run_1/sizing.png
Scale bar: 20 um.
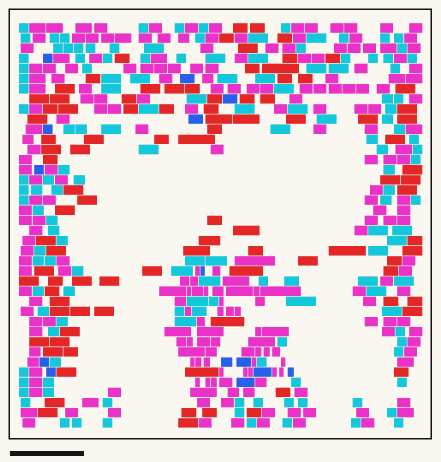
run_1/class_map.png
Fill, decap, tap and diode cells in gray.
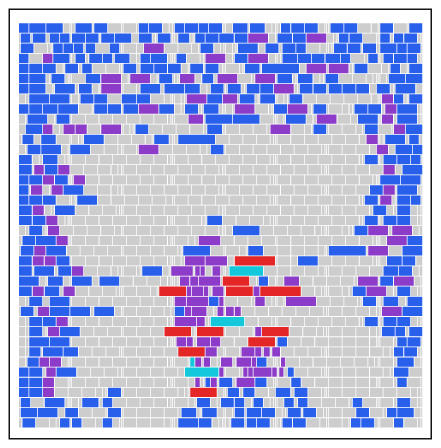
run_1/gates.png
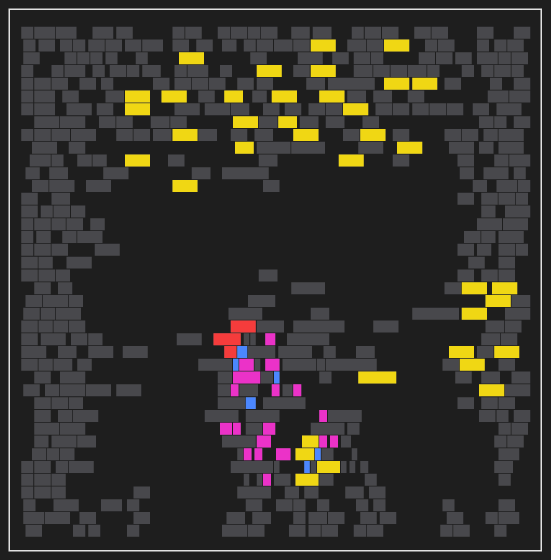
## src/rtl/jedro_1_mem_arbiter.sv

```systemverilog
// ---------------------------------------------------------------------------
// jedro_1_mem_arbiter
//
// Shares one memory port between the instruction fetch unit (port 0) and the
// load-store unit (port 1). Requests are arbitrated round-robin and the grant
// is held until the memory accepts it. Responses come back in order and are
// routed to the port that issued them, using a small FIFO of port IDs.
//
// Ports:
//   clk_i, rst_i            clock, synchronous active-high reset
//   ifu_req_* / ifu_rsp_*   fetch request (read only) and response channel
//   lsu_req_* / lsu_rsp_*   load-store request and response channel
//   mem_req_* / mem_rsp_*   shared memory bus request and response channel
//   spurious_rsp_o          sticky flag: response seen with nothing outstanding
// ---------------------------------------------------------------------------
module jedro_1_mem_arbiter #(
  parameter int DATA_WIDTH      = 32,
  parameter int MAX_OUTSTANDING = 2
) (
  input  logic                  clk_i,
  input  logic                  rst_i,
  input  logic [DATA_WIDTH-1:0] ifu_req_addr_i,
  input  logic                  ifu_req_valid_i,
  output logic                  ifu_req_ready_o,
  output logic [DATA_WIDTH-1:0] ifu_rsp_data_o,
  output logic                  ifu_rsp_error_o,
  output logic                  ifu_rsp_valid_o,
  input  logic                  ifu_rsp_ready_i,
  input  logic [DATA_WIDTH-1:0] lsu_req_addr_i,
  input  logic [DATA_WIDTH-1:0] lsu_req_data_i,
  input  logic [3:0]            lsu_req_strobe_i,
  input  logic                  lsu_req_write_i,
  input  logic                  lsu_req_valid_i,
  output logic                  lsu_req_ready_o,
  output logic [DATA_WIDTH-1:0] lsu_rsp_data_o,
  output logic                  lsu_rsp_error_o,
  output logic                  lsu_rsp_valid_o,
  input  logic                  lsu_rsp_ready_i,
  output logic [DATA_WIDTH-1:0] mem_req_addr_o,
  output logic [DATA_WIDTH-1:0] mem_req_data_o,
  output logic [3:0]            mem_req_strobe_o,
  output logic                  mem_req_write_o,
  output logic                  mem_req_valid_o,
  input  logic                  mem_req_ready_i,
  input  logic [DATA_WIDTH-1:0] mem_rsp_data_i,
  input  logic                  mem_rsp_error_i,
  input  logic                  mem_rsp_valid_i,
  output logic                  mem_rsp_ready_o,
  output logic                  spurious_rsp_o
);

  localparam int PTR_W = (MAX_OUTSTANDING > 1) ? $clog2(MAX_OUTSTANDING) : 1;
  localparam int CNT_W = $clog2(MAX_OUTSTANDING + 1);
  localparam logic [CNT_W-1:0] MAX_CNT  = CNT_W'(MAX_OUTSTANDING);
  localparam logic [PTR_W-1:0] LAST_PTR = PTR_W'(MAX_OUTSTANDING - 1);

  // Port IDs: 1'b0 = IFU, 1'b1 = LSU.
  logic             lock_r;
  logic             locked_port_r;
  logic             rr_last_r;
  logic             id_fifo_r [MAX_OUTSTANDING];
  logic [PTR_W-1:0] rd_ptr_r;
  logic [PTR_W-1:0] wr_ptr_r;
  logic [CNT_W-1:0] count_r;

  logic sel_s;
  logic sel_valid_s;
  logic req_fire_s;
  logic have_out_s;
  logic head_s;
  logic pop_s;

  // Pick the port that drives the memory request this cycle.
  always_comb begin
    sel_s = 1'b0;
    if (lock_r) begin
      // A stalled request must keep its fields stable until accepted.
      sel_s = locked_port_r;
    end else if (ifu_req_valid_i && lsu_req_valid_i) begin
      sel_s = ~rr_last_r;
    end else if (lsu_req_valid_i) begin
      sel_s = 1'b1;
    end else begin
      sel_s = 1'b0;
    end
  end

  assign sel_valid_s     = sel_s ? lsu_req_valid_i : ifu_req_valid_i;
  // A full ID FIFO blocks issue even if a response pops in the same cycle.
  assign mem_req_valid_o = sel_valid_s && (count_r < MAX_CNT);
  assign req_fire_s      = mem_req_valid_o && mem_req_ready_i;
  assign ifu_req_ready_o = req_fire_s && !sel_s;
  assign lsu_req_ready_o = req_fire_s && sel_s;

  // Mux the selected port's request fields onto the memory bus; fetches are reads.
  always_comb begin
    if (sel_s) begin
      mem_req_addr_o   = lsu_req_addr_i;
      mem_req_data_o   = lsu_req_data_i;
      mem_req_strobe_o = lsu_req_strobe_i;
      mem_req_write_o  = lsu_req_write_i;
    end else begin
      mem_req_addr_o   = ifu_req_addr_i;
      mem_req_data_o   = {DATA_WIDTH{1'b0}};
      mem_req_strobe_o = 4'b0000;
      mem_req_write_o  = 1'b0;
    end
  end

  assign have_out_s = (count_r != {CNT_W{1'b0}});
  assign head_s     = id_fifo_r[rd_ptr_r];

  // Route the memory response to the port at the head of the ID FIFO.
  always_comb begin
    if (have_out_s) begin
      mem_rsp_ready_o = head_s ? lsu_rsp_ready_i : ifu_rsp_ready_i;
      ifu_rsp_valid_o = mem_rsp_valid_i && !head_s;
      lsu_rsp_valid_o = mem_rsp_valid_i && head_s;
    end else begin
      // Nothing outstanding: swallow any response so the bus cannot hang.
      mem_rsp_ready_o = mem_rsp_valid_i;
      ifu_rsp_valid_o = 1'b0;
      lsu_rsp_valid_o = 1'b0;
    end
  end

  assign ifu_rsp_data_o  = mem_rsp_data_i;
  assign lsu_rsp_data_o  = mem_rsp_data_i;
  assign ifu_rsp_error_o = mem_rsp_error_i;
  assign lsu_rsp_error_o = mem_rsp_error_i;
  assign pop_s           = have_out_s && mem_rsp_valid_i && mem_rsp_ready_o;

  // Arbitration state: grant lock while stalled, round-robin history.
  always_ff @(posedge clk_i) begin
    if (rst_i) begin
      lock_r        <= 1'b0;
      locked_port_r <= 1'b0;
      rr_last_r     <= 1'b1;
    end else if (req_fire_s) begin
      lock_r        <= 1'b0;
      locked_port_r <= locked_port_r;
      rr_last_r     <= sel_s;
    end else if (mem_req_valid_o) begin
      lock_r        <= 1'b1;
      locked_port_r <= sel_s;
      rr_last_r     <= rr_last_r;
    end else begin
      lock_r        <= lock_r;
      locked_port_r <= locked_port_r;
      rr_last_r     <= rr_last_r;
    end
  end

  // Outstanding-transaction ID FIFO: push on request fire, pop on response fire.
  always_ff @(posedge clk_i) begin
    if (rst_i) begin
      rd_ptr_r <= {PTR_W{1'b0}};
      wr_ptr_r <= {PTR_W{1'b0}};
      count_r  <= {CNT_W{1'b0}};
    end else begin
      if (req_fire_s) begin
        id_fifo_r[wr_ptr_r] <= sel_s;
        wr_ptr_r <= (wr_ptr_r == LAST_PTR) ? {PTR_W{1'b0}} : wr_ptr_r + PTR_W'(1);
      end else begin
        wr_ptr_r <= wr_ptr_r;
      end
      if (pop_s) begin
        rd_ptr_r <= (rd_ptr_r == LAST_PTR) ? {PTR_W{1'b0}} : rd_ptr_r + PTR_W'(1);
      end else begin
        rd_ptr_r <= rd_ptr_r;
      end
      case ({req_fire_s, pop_s})
        2'b10:   count_r <= count_r + CNT_W'(1);
        2'b01:   count_r <= count_r - CNT_W'(1);
        default: count_r <= count_r;
      endcase
    end
  end

  // Sticky flag for responses that arrive with nothing outstanding.
  always_ff @(posedge clk_i) begin
    if (rst_i) begin
      spurious_rsp_o <= 1'b0;
    end else if (mem_rsp_valid_i && !have_out_s) begin
      spurious_rsp_o <= 1'b1;
    end else begin
      spurious_rsp_o <= spurious_rsp_o;
    end
  end

endmodule
```

## config.mk

```make
export PLATFORM = sky130hd
export DESIGN_NAME = jedro_1_mem_arbiter
export DESIGN_NICKNAME = d
export VERILOG_FILES = /design/src/rtl/jedro_1_mem_arbiter.sv
export SDC_FILE = /design/constraint.sdc
export NUM_CORES = 1
export LEC_CHECK = 0
export CORE_AREA = 2 2 111 113
export CTS_CLUSTER_SIZE = 28
export DETAILED_ROUTE_END_ITERATION = 8
export DIE_AREA = 0 0 113 115
export GPL_TIMING_DRIVEN = 0
export PLACE_DENSITY = 0.62
export SYNTH_ARGS = -nofsm -noshare
export SYNTH_HDL_FRONTEND = slang
export SYNTH_SLANG_ARGS = --single-unit
```

## constraint.sdc

```tcl
create_clock -name clk_i -period 2.2 [get_ports clk_i]
set_input_delay 0.66 -clock clk_i [delete_from_list [all_inputs] [get_ports clk_i]]
set_output_delay 0.66 -clock clk_i [all_outputs]
set_load 0.05 [all_outputs]
```

==> results.toml, run 1 <==
# implementation run metrics
[yosys]
ys_area_mm2 = 0.00172
synthXorXnorAreaFrac_pct = 0
netlist-cell-type-count = 32
aoi_share_pct = 7.71
yosys-top-cells-count = "68 x buf_4, 37 x and2_1, 33 x mux2_2, 9 x dfxtp_1, 7 x a21oi_1"
avgSynthCellArea_um2 = 8.27
synth_stat.cells = 208
yosysTopAreaCell = "buf_4"

[detailed_routing]
drtAntennaViolNets = 0
drt_iter0_markers = 113
drt-met1-wl_um = 3010
route.detailed.drc = 16
routed_via_density = 3.89
wl_per_cell_um = 14.0
wl_um = 8730

[cts]
htree_levels = 1
worstSkewPairLatency_ps = 240
clkSlewWorstSetupHoldPaths_ps = 40
post_cts_resized = 614
root_buffer = "clkbuf_16"
cts_tree = "done"

[final_layout]
n_fill_cell = 1099
most-common-layout-cells = "146 x clkdlybuf4s50_1, 71 x buf_4, 46 x buf_8"
largest_class = "non-clock buffers"
inv_count = 6
clk_share_pct = 1.48
ff_count = 11
bufAreaShareNonClock_pct = 67.7
reg.largest.list = "count_r: 2 flops, id_fifo_r: 2 flops"

[job]
warning_count = 29
max-cap-violations = 0

[final_timing]
fin_skew_ps = 0.837
layout_setup_ws_ps = -390
rsz0062_at_grt = "true"
slew_violations = 0
fin_crit_ps = 2590
setup_violations = 71

[outcome]
outcome = "complete, but fails checks"
violations = "design-rule violations, negative setup slack"

[global_route]
gr-total-overflow = 0
grt_util_met2_pct = 23.0
antenna_found_initial = 0
grt_max_degree = 12

[power]
power.share.sequential_pct = 9.7
combPwrFrac_pct = 76.6
p_int_uw = 1370
power_density_mw_per_mm2 = 462
ir_drop_uv = 201

[worst_setup_path]
cp_cell_sequence = "buf_8, a21bo_4, o21a_4, buf_12, buf_16, mux2_4, buf_6"
max_stage_delay_ps = 300
crit_required_ps = 1540
critPathTopFamily = "buffers and inverters"
crit_path_start_kind = "primary input"
crit_slowest_cell = "mux2_4"
crit_fanout = 7
r2r_end = "count_r[0]"
rr_worst_depth = 5
path_depth = 7

[floorplanning]
tapCellCount = 147

[placement]
place_inst = 605
io_buffer_count = 250
place_congestion = 0.740

[hold_path]
hold_end = "spurious_rsp_o"
## Picture notes: sizing.png
- magenta: x1 and smaller (cells 224; most used clkdlybuf4s50_1)
- cyan: x3 and x4 (cells 141; most used buf_4)
- red: x6 and larger (cells 96; most used buf_8)
- blue: x2 (cells 14; most used and2_2)
area delta synth->final: 209%
Design Area, Final: 0.00532 mm2

## Picture notes: class_map.png
- red: registers (cells 11)
- purple: remaining logic cells (cells 122)
- cyan: clock drivers and dummy loads (cells 4)
- blue: remaining buffers and delay cells (cells 338)
core area: 0.0118 mm2
Cell Rows: 40
Layout Utilization: 45.0%
Seq/total area: 4.52%

## Picture notes: gates.png
- blue: nand cells (cells 6; most used nand2_1)
- magenta: aoi and oai cells (cells 18; most used a21oi_1; where bottom middle)
- yellow: mux cells (cells 37; most used mux2_4)
- red: non-inverting ao/oa cells (cells 3)
Non-Filler Instances: 622
combinational share of cell area: 22.1%
most numerous logic cell after layout: clkdlybuf4s50_1

run_1/clock_nets.png
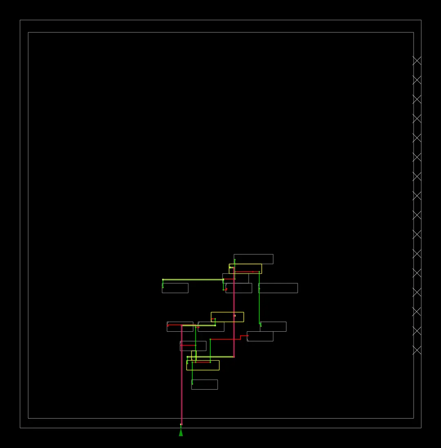

==> run 2: changes to the inputs <==
--- a/config.mk
+++ b/config.mk
@@ -11,6 +11,7 @@
 export DIE_AREA = 0 0 113 115
 export GPL_TIMING_DRIVEN = 0
 export PLACE_DENSITY = 0.62
+export SETUP_SLACK_MARGIN = 0.5
 export SYNTH_ARGS = -nofsm -noshare
 export SYNTH_HDL_FRONTEND = slang
 export SYNTH_SLANG_ARGS = --single-unit
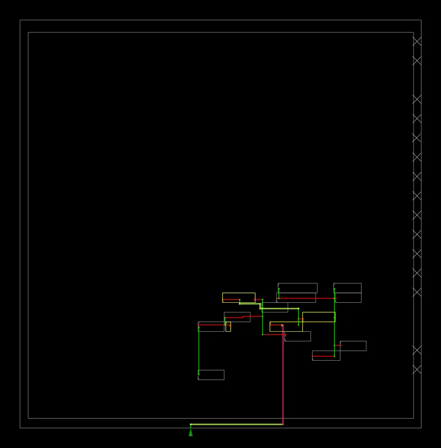
run_2/clock_nets.png
clock buffers: 4
Clk. pwr: 326 uW
Worst Skew: 3.27 ps
clk latency late pin: 240 ps
Clock Sink Count: 11

==> run 2 against run 1 <==
  * The run still ends with design-rule violations, negative setup slack left
  * First-iteration DRC count shrank 57%
  * Core utilization down 0.95 points
  * Non-clock buffer count rose by 10
  * Worst setup slack lost 4.5 ps
  * Largest power group unchanged
  * Highest routed layer unchanged
==> results.toml, run 2 <==
# implementation run metrics
[outcome]
outcome = "complete, but fails checks"
violations = "design-rule violations, negative setup slack"

[power]
combPwrFrac_pct = 77.0
power_uw = 2470
ir_drop_uv = 203
p_int_uw = 1370
sequentialPower_uw = 242
power.share.sequential_pct = 9.8
power_density_mw_per_mm2 = 475
power_frac_clock_pct = 13.2
leakage_uw = 0.00247

[global_route]
grt_util_met2_pct = 26.1
gr-total-overflow = 0
antenna_found_initial = 1
grt_pass1_vias = 2506
grt_max_degree = 11

[final_layout]
inv_count = 6
finish.utilization_pct = 44.1
largest_class = "non-clock buffers"
layout.nets = 628
most-common-layout-cells = "102 x clkdlybuf4s50_1, 80 x buf_4, 62 x buf_2"
reg.largest.list = "count_r: 2 flops, id_fifo_r: 2 flops"
seq_share_pct = 4.66
n_fill_cell = 1162
drive_above_1_share_pct = 70.9
clk_share_pct = 1.51
layout_top_cell = "clkdlybuf4s50_1"
ff_count = 11
comb-cell-share_pct = 23.8
fin_area_mm2 = 0.00520
bufAreaShareNonClock_pct = 65.8
nMultiInputCombCells = 116
area_growth_pct = 202
instances_no_fill = 633

[worst_setup_path]
path_depth = 7
rr_worst_depth = 7
cp_cell_sequence = "buf_8, a21bo_4, o21a_4, buf_12, buf_16, mux2_4, buf_8"
r2r_end = "count_r[0]"
crit_slowest_cell = "mux2_4"
max_stage_delay_ps = 300
crit_fanout = 6
r2r_slack_ps = 420
crit_required_ps = 1540
path_class = "primary input to output port"
crit_path_start_kind = "primary input"
worst-path-buf-inv = 4
critPathTopFamily = "buffers and inverters"

[yosys]
synthXorXnorAreaFrac_pct = 0
yosys-top-cells-count = "68 x buf_4, 37 x and2_1, 33 x mux2_2, 9 x dfxtp_1, 7 x a21oi_1"
flop_cell = "dfxtp_1"
aoi_share_pct = 7.71
yosysTopAreaCell = "buf_4"
synth_seq_share_pct = 14.0
ys_sh_mux_pct = 24.1
synth_stat.cells = 208
netlist-cell-type-count = 32
avgSynthCellArea_um2 = 8.27
synthTopCellsByArea = "buf_4 30%, mux2_2 22%, and2_1 13%"
top_area_share_pct = 29.7
ys.flops = 11
ys_area_mm2 = 0.00172

[final_timing]
finalCritPeriodShare_pct = 118
rsz0062_at_grt = "true"
layout_setup_ws_ps = -394
setup_violations = 71
slew_violations = 0
maxSlewHeadroom_pct = 79.9
tns_ps = -23980
hold_viol = 0
fin_crit_ps = 2590
worst_pin_slew_ps = 301

[detailed_routing]
drt-met1-wl_um = 2940
wl_per_cell_um = 14.9
vias = 2439
drt_iter0_markers = 49
route.detailed.drc = 15
wl_um = 9420
routed_via_density = 3.85
drtAntennaViolNets = 0
dr_wl_met2_um = 5230

[job]
max-cap-violations = 0
warning_count = 29

[cts]
ctsHoldBuffers = 0
post_cts_resized = 943
htree_levels = 1
clkSlewWorstSetupHoldPaths_ps = 40
cts_tree = "done"
root_buffer = "clkbuf_16"

[floorplanning]
tapCellCount = 147
row_count = 40
core-area_mm2 = 0.0118

[placement]
place_congestion = 0.763
io_buffer_count = 250
place_inst = 605

[hold_path]
hold_end = "spurious_rsp_o"
Power figures rest on the tool's default switching activity, not on a simulated workload.
